===== config.mk =====
export PLATFORM = sky130hd
export DESIGN_NAME = tmds_decoder
export DESIGN_NICKNAME = d
export VERILOG_FILES = /design/src/rtl/tmds_decoder.sv
export SDC_FILE = /design/constraint.sdc
export NUM_CORES = 1
export LEC_CHECK = 0
export ABC_AREA = 1
export CORE_UTILIZATION = 35
export DETAILED_ROUTE_END_ITERATION = 10
export PLACE_DENSITY = 0.59
export RECOVER_POWER = 50
export SLEW_MARGIN = 20
export SYNTH_ARGS = -nofsm -noshare
export SYNTH_HDL_FRONTEND = slang
export SYNTH_SLANG_ARGS = --single-unit

===== constraint.sdc =====
create_clock -name clk_in -period 4.5 [get_ports clk_in]
set_clock_uncertainty 0.05 [all_clocks]
set_input_delay 0.9 -clock clk_in [delete_from_list [all_inputs] [get_ports clk_in]]
set_output_delay 0.9 -clock clk_in [all_outputs]
set_load 0.02 [all_outputs]

===== src/rtl/tmds_decoder.sv =====
// TMDS receive channel: finds the 10-bit word boundary from control-token runs, then decodes to 8b/2b.
// Optional build macro TMDS_DECODER_LOSSCNT_EN adds a saturating lock-loss counter port.
module tmds_decoder #(
   parameter int unsigned TOKEN_RUN      = 8,
   parameter int unsigned SEARCH_TIMEOUT = 16,
   parameter int unsigned LOCK_TIMEOUT   = 4096
) (
   input  logic       clk_in,
   input  logic       rst_in,
   input  logic [9:0] tmds_in,
   output logic [7:0] data_out,
   output logic [1:0] control_out,
   output logic       ve_out,
   output logic       locked_out,
   output logic [3:0] offset_out
`ifdef TMDS_DECODER_LOSSCNT_EN
   ,
   output logic [7:0] lock_loss_count_out
`endif
);

   localparam int unsigned TmoMax = (LOCK_TIMEOUT > SEARCH_TIMEOUT) ? LOCK_TIMEOUT : SEARCH_TIMEOUT;
   localparam int unsigned RunW   = $clog2(TOKEN_RUN + 1);
   localparam int unsigned TmoW   = $clog2(TmoMax + 1);

   localparam logic [RunW-1:0] RunLimit    = RunW'(TOKEN_RUN);
   localparam logic [TmoW-1:0] SearchLimit = TmoW'(SEARCH_TIMEOUT);
   localparam logic [TmoW-1:0] LockLimit   = TmoW'(LOCK_TIMEOUT);
   localparam logic [TmoW-1:0] TmoSat      = TmoW'(TmoMax);
   localparam logic [3:0]      OffsetLast  = 4'd9;

   localparam logic [9:0] Tok00 = 10'b1101010100;
   localparam logic [9:0] Tok01 = 10'b0010101011;
   localparam logic [9:0] Tok10 = 10'b0101010100;
   localparam logic [9:0] Tok11 = 10'b1010101011;

   typedef enum logic [0:0] {StSearch, StLocked} state_e;

   state_e          state_q, state_d;
   logic [RunW-1:0] run_q, run_d, run_inc;
   logic [TmoW-1:0] tmo_q, tmo_d, tmo_inc;
   logic [3:0]      offset_q, offset_d;

   logic [9:0]  prev_q;
   logic [19:0] pair;
   logic [9:0]  window;
   logic        win_token;
   logic [1:0]  win_code;

   logic [9:0]  s1_word_q;
   logic        s1_token_q;
   logic [1:0]  s1_code_q;

   logic [7:0]  dec_d;
   logic [7:0]  dec_byte;

   logic [7:0]  data_q;
   logic [1:0]  ctrl_q;
   logic        ve_q;

   // Window slides over the previous word and the current one; offset 0 selects the previous word.
   assign pair   = {tmds_in, prev_q};
   assign window = pair[{1'b0, offset_q} +: 10];

   always_comb begin
      win_token = 1'b1;
      win_code  = 2'b00;
      unique case (window)
         Tok00:   win_code = 2'b00;
         Tok01:   win_code = 2'b01;
         Tok10:   win_code = 2'b10;
         Tok11:   win_code = 2'b11;
         default: win_token = 1'b0;
      endcase
   end

   // Bit 9 undoes the DC-balance inversion, bit 8 selects XOR vs XNOR chaining.
   assign dec_d    = s1_word_q[9] ? ~s1_word_q[7:0] : s1_word_q[7:0];
   assign dec_byte = {dec_d[7:1] ^ dec_d[6:0] ^ {7{~s1_word_q[8]}}, dec_d[0]};

   always_ff @(posedge clk_in) begin
      if (rst_in) begin
         prev_q     <= '0;
         s1_word_q  <= '0;
         s1_token_q <= 1'b0;
         s1_code_q  <= '0;
      end else begin
         prev_q     <= tmds_in;
         s1_word_q  <= window;
         s1_token_q <= win_token;
         s1_code_q  <= win_code;
      end
   end

   assign run_inc = (run_q == RunLimit) ? run_q : run_q + RunW'(1);
   assign tmo_inc = (tmo_q == TmoSat) ? tmo_q : tmo_q + TmoW'(1);

   always_comb begin
      state_d  = state_q;
      run_d    = run_q;
      tmo_d    = tmo_q;
      offset_d = offset_q;
      unique case (state_q)
         StSearch: begin
            if (s1_token_q) begin
               tmo_d = '0;
               run_d = run_inc;
               if (run_inc == RunLimit) begin
                  state_d = StLocked;
                  run_d   = '0;
               end
            end else begin
               run_d = '0;
               tmo_d = tmo_inc;
               if (tmo_inc == SearchLimit) begin
                  offset_d = (offset_q == OffsetLast) ? 4'd0 : offset_q + 4'd1;
                  tmo_d    = '0;
               end
            end
         end
         StLocked: begin
            run_d = '0;
            if (s1_token_q) begin
               tmo_d = '0;
            end else begin
               tmo_d = tmo_inc;
               if (tmo_inc == LockLimit) begin
                  state_d = StSearch;
                  tmo_d   = '0;
               end
            end
         end
         default: state_d = StSearch;
      endcase
   end

   always_ff @(posedge clk_in) begin
      if (rst_in) begin
         state_q  <= StSearch;
         run_q    <= '0;
         tmo_q    <= '0;
         offset_q <= '0;
      end else begin
         state_q  <= state_d;
         run_q    <= run_d;
         tmo_q    <= tmo_d;
         offset_q <= offset_d;
      end
   end

   // Gate on the next state so the locking token itself is presented with locked_out.
   always_ff @(posedge clk_in) begin
      if (rst_in) begin
         data_q <= '0;
         ctrl_q <= '0;
         ve_q   <= 1'b0;
      end else if (state_d == StLocked) begin
         if (s1_token_q) begin
            ve_q   <= 1'b0;
            ctrl_q <= s1_code_q;
         end else begin
            ve_q   <= 1'b1;
            data_q <= dec_byte;
         end
      end else begin
         data_q <= '0;
         ctrl_q <= '0;
         ve_q   <= 1'b0;
      end
   end

   assign data_out    = data_q;
   assign control_out = ctrl_q;
   assign ve_out      = ve_q;
   assign locked_out  = (state_q == StLocked);
   assign offset_out  = offset_q;

`ifdef TMDS_DECODER_LOSSCNT_EN
   logic       loss_event;
   logic [7:0] loss_q;

   assign loss_event = (state_q == StLocked) && (state_d == StSearch);

   always_ff @(posedge clk_in) begin
      if (rst_in) begin
         loss_q <= '0;
      end else if (loss_event && (loss_q != 8'hFF)) begin
         loss_q <= loss_q + 8'd1;
      end
   end

   assign lock_loss_count_out = loss_q;
`endif

endmodule


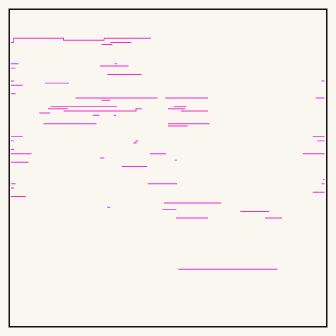
(run_1/met3.png)
wire length on this layer: 388 um
share of all routed wire: 4.9%
longest straight run: 31.3 um
nets with wire on the layer: 48
main direction: horizontal

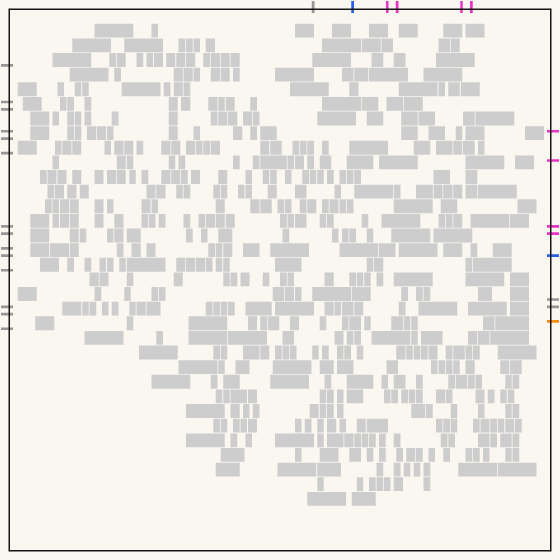
(run_1/pins.png)
Pins as bars across the die edge, other pins in grey.
| port | colour | pins | direction | edge |
|---|---|---|---|---|
| `locked_out` | orange | 1 | output | right |
| `data_out` | magenta | 8 | output | 4 top, 4 right |
| `control_out` | blue | 2 | output | 1 right, 1 top |

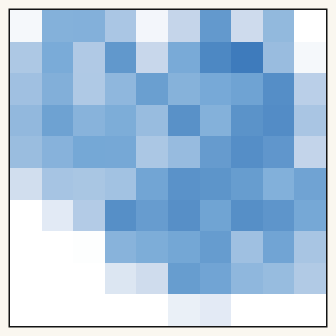
(run_1/density.png)
The die is cut into 10 by 10 equal tiles; white is low, dark blue is high, 0 to 100% covered.
fullest tile: 69%
emptiest ninth of the die: lower left
mean over tiles: 36%
nearly empty tiles: 16%

==> impl_metrics.yaml, run 1 <==
# synthesis and place-and-route metrics
clock_network:
  cts_hold_buf: 0
  cts_tree: "yes"
  cts_buffers: 5
yosys:
  yosysSeqAreaShare: 0.331
  ys_seq_elements: 56
  yosys.area.top_type: "dfxtp_1"
  synthFlopType: "dfxtp_1"
  mux_share: 0.0148
  logic_family: "simple AND/OR/NAND/NOR gates"
  yosys_warnings: 0
setup_path:
  end_kind: "output port"
  worstPathRequired_ns: 3.55
  critPathSlowestCell: "dfxtp_1"
  cp_slowest_stage_delay_ns: 0.89
timing:
  timing.setup.tns_ns: 0
  setup_slack_ns: 1.59
  clock.fmax_ghz: 0.344
  period_minus_slack_ns: 2.91
  tightest_slew_ns: 0.853
flow_run:
  warning_count: 28
  maxCapViolCount: 0
floorplanning:
  nWellTaps: 129
outcome:
  outcome: "complete, no violations"
drt:
  drc: 0
  wl_met1_um: 4020
grt:
  grt_pass1_vias: 2951
  use_met1: 0.234
final_layout:
  drive_above_1_share: 0.0659
  postLayoutCoreUtil: 0.410
  clkbuf_count: 5
  comb_area_share: 0.511
  seq_area_mm2: 0.00112
  nMultiInputCombCells: 396
  largest_reg_flops: 13
power_and_ir_drop:
  pg_comb_mw: 0.0907
  p_int_mw: 0.657
min_path:
  hold_depth: 2
==> inputs of run 2 (changes only) <==
==> constraint.sdc (replaced) <==
create_clock -name clk_in -period 2.8 [get_ports clk_in]
set_clock_uncertainty 0.05 [all_clocks]
set_input_delay 0.56 -clock clk_in [delete_from_list [all_inputs] [get_ports clk_in]]
set_output_delay 0.56 -clock clk_in [all_outputs]
set_load 0.02 [all_outputs]
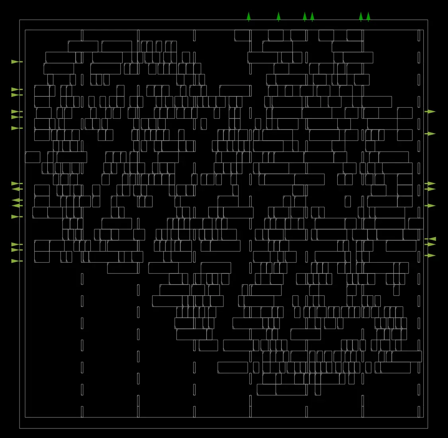
(run_2/final_placement.png)
Rows: 35
Fillers: 1,007

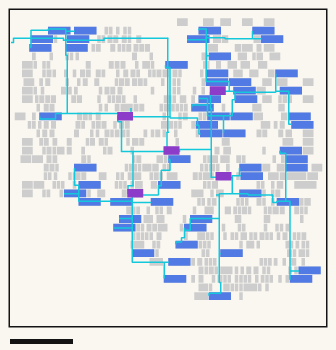
(run_2/clock_map.png)
Bar = 20 um.
[cells driving clock nets] purple | count: 5
[flip-flops] blue | count: 56
[clock wires] cyan | length: 693 um
routed clock nets: 6
Clock power frac: 0.325
clk latency late pin: 0.32 ns
Clock group: 0.470 mW

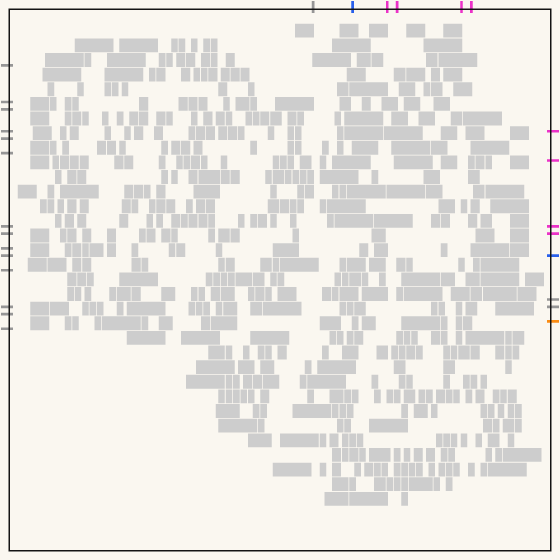
(run_2/pins.png)
Pins as bars across the die edge, other pins in grey.
| port | colour | pins | direction | edge |
|---|---|---|---|---|
| `data_out` | magenta | 8 | output | 4 top, 4 right |
| `control_out` | blue | 2 | output | 1 right, 1 top |
| `locked_out` | orange | 1 | output | right |
all pins by edge: 14 left, 8 right, 6 top

==> run 2 against run 1 <==
Total power increased by 60%. Utilization increased by 0.59 points. Synthesized cell count unchanged. Sequential power increased by 61%. Worst setup slack got worse by 1.1 ns. Sequential share of layout area decreased by 0.42 points. Clock-buffer cell count unchanged. Critical path type unchanged. Highest routed layer unchanged.
==> impl_metrics.yaml, run 2 <==
# synthesis and place-and-route metrics
power_and_ir_drop:
  p_int_mw: 1.06
  p_per_area_mw_per_mm2: 373
  power_mw: 1.45
setup_path:
  critPathSlowestCell: "clkdlybuf4s50_1"
  critical-path-top-delay-family: "buffers and inverters"
  end_kind: "output port"
  r2r_start: "tmo_q[0]$_SDFF_PP0_"
final_layout:
  postLayoutCoreUtil: 0.416
  comb_area_share: 0.505
  nMultiInputCombCells: 396
  drive_above_1_share: 0.0797
  largest_reg_flops: 13
  clkbuf_count: 5
  seq_area_mm2: 0.00112
drt:
  wl_per_cell_um: 11.5
  drc: 0
yosys:
  logic_family: "simple AND/OR/NAND/NOR gates"
  ys_seq_elements: 56
  mux_share: 0.0148
  yosys.area.top_type: "dfxtp_1"
  yosysSeqAreaShare: 0.331
timing:
  rsz0062_at_grt: "no"
  clock.fmax_ghz: 0.428
  period_minus_slack_ns: 2.34
  setup_slack_ns: 0.462
  tightest_slew_ns: 0.634
  timing.setup.tns_ns: 0
flow_run:
  maxCapViolCount: 0
  warning_count: 28
grt:
  grt_pass1_vias: 3023
  use_met1: 0.244
clock_network:
  cts_tree: "yes"
  cts_hold_buf: 0
  clkSinkCount: 56
  cts_buffers: 5
floorplanning:
  nWellTaps: 129
outcome:
  outcome: "complete, no violations"
Power is estimated from default activity; no workload was simulated.
